$ cat config.mk
export PLATFORM = sky130hd
export DESIGN_NAME = noc_crossbar
export DESIGN_NICKNAME = d
export VERILOG_FILES = /design/src/rtl/noc_params.sv /design/src/rtl/noc_crossbar.sv
export SDC_FILE = /design/constraint.sdc
export NUM_CORES = 1
export LEC_CHECK = 0
export ABC_AREA = 1
export CAP_MARGIN = 5
export CORE_MARGIN = 10
export CORE_UTILIZATION = 42
export DETAILED_ROUTE_END_ITERATION = 6
export PLACE_DENSITY = 0.95
export SLEW_MARGIN = 30
export SYNTH_ARGS = -nofsm -noshare
export SYNTH_HDL_FRONTEND = slang
export SYNTH_SLANG_ARGS = --single-unit
$ cat constraint.sdc
create_clock -name vclk -period 1.14
set_input_delay 0.114 -clock vclk [all_inputs]
set_output_delay 0.114 -clock vclk [all_outputs]
set_load 0.01 [all_outputs]
$ cat src/rtl/noc_params.sv
// noc_params: shared NoC type definitions.
//
// flit_t is the unit moved by the router data path: a two-bit label followed
// by a payload union that is read as a head layout (routing fields plus head
// payload) or as a body/tail layout (virtual channel plus raw payload). Both
// union members have the same width, so the union can be copied as plain bits.

package noc_params;

  localparam int VC_SIZE           = 4;
  localparam int DEST_ADDR_SIZE_X  = 4;
  localparam int DEST_ADDR_SIZE_Y  = 4;
  localparam int HEAD_PAYLOAD_SIZE = 16;
  localparam int BODY_PAYLOAD_SIZE = DEST_ADDR_SIZE_X + DEST_ADDR_SIZE_Y + HEAD_PAYLOAD_SIZE;

  typedef enum logic [1:0] {
    HEAD     = 2'b00,
    BODY     = 2'b01,
    TAIL     = 2'b10,
    HEADTAIL = 2'b11
  } flit_label_t;

  typedef struct packed {
    logic [VC_SIZE-1:0]           vc_id;
    logic [DEST_ADDR_SIZE_X-1:0]  x_dest;
    logic [DEST_ADDR_SIZE_Y-1:0]  y_dest;
    logic [HEAD_PAYLOAD_SIZE-1:0] head_pl;
  } head_data_t;

  typedef struct packed {
    logic [VC_SIZE-1:0]           vc_id;
    logic [BODY_PAYLOAD_SIZE-1:0] bt_pl;
  } body_data_t;

  typedef union packed {
    head_data_t head_data;
    body_data_t bt_data;
  } flit_data_t;

  typedef struct packed {
    flit_label_t flit_label;
    flit_data_t  data;
  } flit_t;

endpackage

$ cat src/rtl/noc_crossbar.sv
// noc_crossbar: flit switching fabric of the NoC router.
//
// Every output port k forwards input port sel_i[k]; the whole flit (label and
// payload union) is copied bit-exact. Outputs are independent, so several
// outputs may pick the same input (broadcast) and unselected inputs are simply
// dropped. A select that points past the last input (only reachable when
// INPUT_NUM is not a power of two) yields the all-zero flit.
//
// Build option (macro CROSSBAR_OUT_REG_EN):
//   undefined - purely combinational, zero latency; clk and rst are unused.
//   defined   - data_o is registered: one cycle of latency, and data_o is
//               cleared asynchronously while rst is low.
//
// Parameters:
//   INPUT_NUM  - number of input ports (>= 2)
//   OUTPUT_NUM - number of output ports (>= 1)
//
// Ports:
//   clk    - clock, only used by the output register stage
//   rst    - asynchronous active-low reset, only used by the register stage
//   data_i - input flits, one per input port
//   sel_i  - source input index, one per output port
//   data_o - output flits, one per output port

module noc_crossbar
  import noc_params::*;
#(
  parameter int INPUT_NUM  = 4,
  parameter int OUTPUT_NUM = 4,
  localparam int SEL_SIZE  = $clog2(INPUT_NUM)
) (
  input  logic                clk,
  input  logic                rst,
  input  flit_t               data_i [INPUT_NUM],
  input  logic [SEL_SIZE-1:0] sel_i  [OUTPUT_NUM],
  output flit_t               data_o [OUTPUT_NUM]
);

  flit_t mux_d [OUTPUT_NUM];

  // Compare-and-pick instead of direct indexing: a select with no matching
  // input leaves the zero default, which covers out-of-range selects.
  always_comb begin
    for (int k = 0; k < OUTPUT_NUM; k++) begin
      mux_d[k] = '0;
      for (int j = 0; j < INPUT_NUM; j++) begin
        if (sel_i[k] == SEL_SIZE'(j)) begin
          mux_d[k] = data_i[j];
        end
      end
    end
  end

`ifdef CROSSBAR_OUT_REG_EN

  flit_t data_q [OUTPUT_NUM];

  always_ff @(posedge clk or negedge rst) begin
    if (!rst) begin
      for (int k = 0; k < OUTPUT_NUM; k++) begin
        data_q[k] <= '0;
      end
    end else begin
      for (int k = 0; k < OUTPUT_NUM; k++) begin
        data_q[k] <= mux_d[k];
      end
    end
  end

  assign data_o = data_q;

`else

  assign data_o = mux_d;

  // clk and rst only exist for the registered build; tie them off here.
  logic unused_clk_rst;
  assign unused_clk_rst = clk ^ rst;

`endif

endmodule

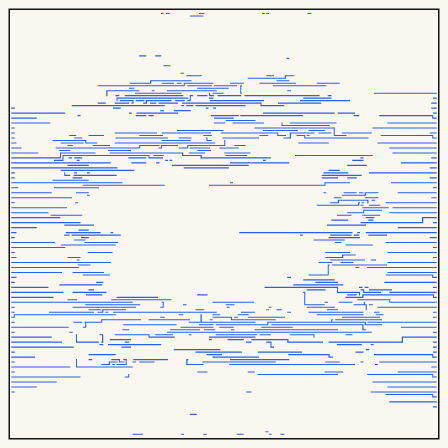
layer_met3.png
main direction: horizontal
share of all routed wire: 16%
longest straight run: 55.7 um
wire length on this layer: 3690 um

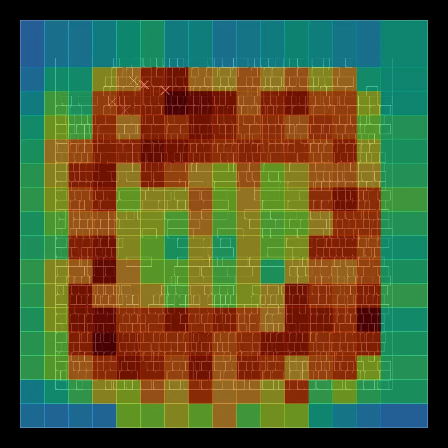
congestion.png
fraction of met1 tracks used by global routing: 35.1%
Global Route met2 Usage: 50.5%
met3 capacity usage during global routing: 10.2%
Routed wire per std cell: 22.6 um

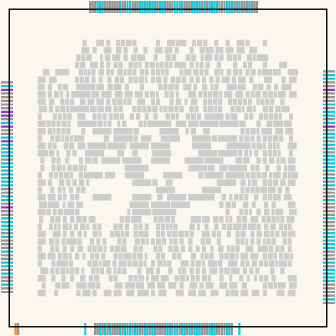
io_placement.png
Pins as bars across the die edge, other pins in grey.
[clk] orange | pins: 1 | direction: input | edge: south
[sel_i] purple | pins: 8 | direction: input | edge: 6 west, 2 east
[data_o] cyan | pins: 120 | direction: output | edge: 34 north, 30 south, 30 east, 26 west
all pins by edge: 68 north, 64 east, 60 south, 58 west

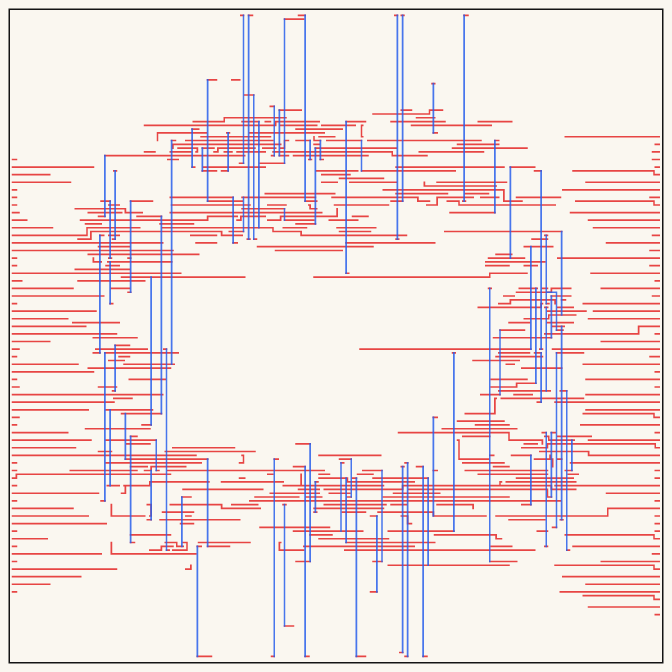
wires.png
Two of the layers only.
[metal 4] blue | wire length: 1500 um
[metal 3] red | wire length: 3690 um

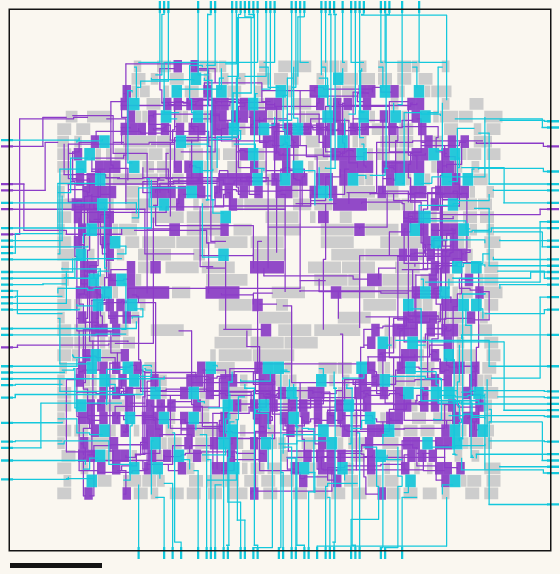
io_fan.png
Scale bar: 20 um.
[data_o] cyan | bits: 120 | direction: output | edge: 34 north, 30 south, 30 east, 26 west | end cells: 120 | buffers: 120 | wire: 3870 um
[sel_i] purple | bits: 8 | direction: input | edge: 6 west, 2 east | end cells: 372 | buffers: 37 | wire: 5210 um

==> results.txt <==
run results: top cell types by occurrence after synthesis=nand3_1, nand2_1, nand4_1, largest combinational cell category by area=simple AND/OR/NAND/NOR gates, detail-routed via count per cell=approximately 7, dominant cells by area after synthesis=nand3_1, nand4_1, buf_4, worst setup slack after placement=-0.443 ns, Core Region=approximately 9200 sq um, Net Switching=1.73 mW, Setup-failing EPs final=1, peak per-stage delay on the critical path=0.18 ns, Sum Neg Setup Slack=-0.0301 ns, Flop pwr share=0%, Comb area=roughly 3100 sq um, top cell family by delay on the critical path=buffers and inverters, status=complete, but fails checks, drc violations=16, post-CTS sizing=~420, comb pwr=3.04 mW, number of library cell types mapped by synthesis=7, die footprint=13700 sq um, violated checks=DRC, setup timing, site row count=35, worst setup margin=-0.0301 ns, Max stage delay cell, worst path=buf_2, parity-gate share of the synthesized area counting xor and xnor cells=0%, internal power=between 1 and 1.5 mW, most frequent logic cell in the layout=nand3_1, power after layout=just over 3 mW, post-synthesis net count=between 800 and 900, fraction of final layout cells sized beyond drive strength 1=roughly 22%, slew of the pin with the lowest slew margin=about 0.23 ns, area fraction in full adders, half adders and majority gates=0%, end point of the worst hold path=data_o[11], post-route clock period utilization=103%, Clock Buffer Count=0, sum of buffers and inverters on the critical path=5, detailed placement HPWL=approximately 17000 um, beginning of the worst hold path=data_i[101], number of antenna violations at the first check in global routing=2, Slew Viols, Final=0
Power and IR drop assume default switching activity.
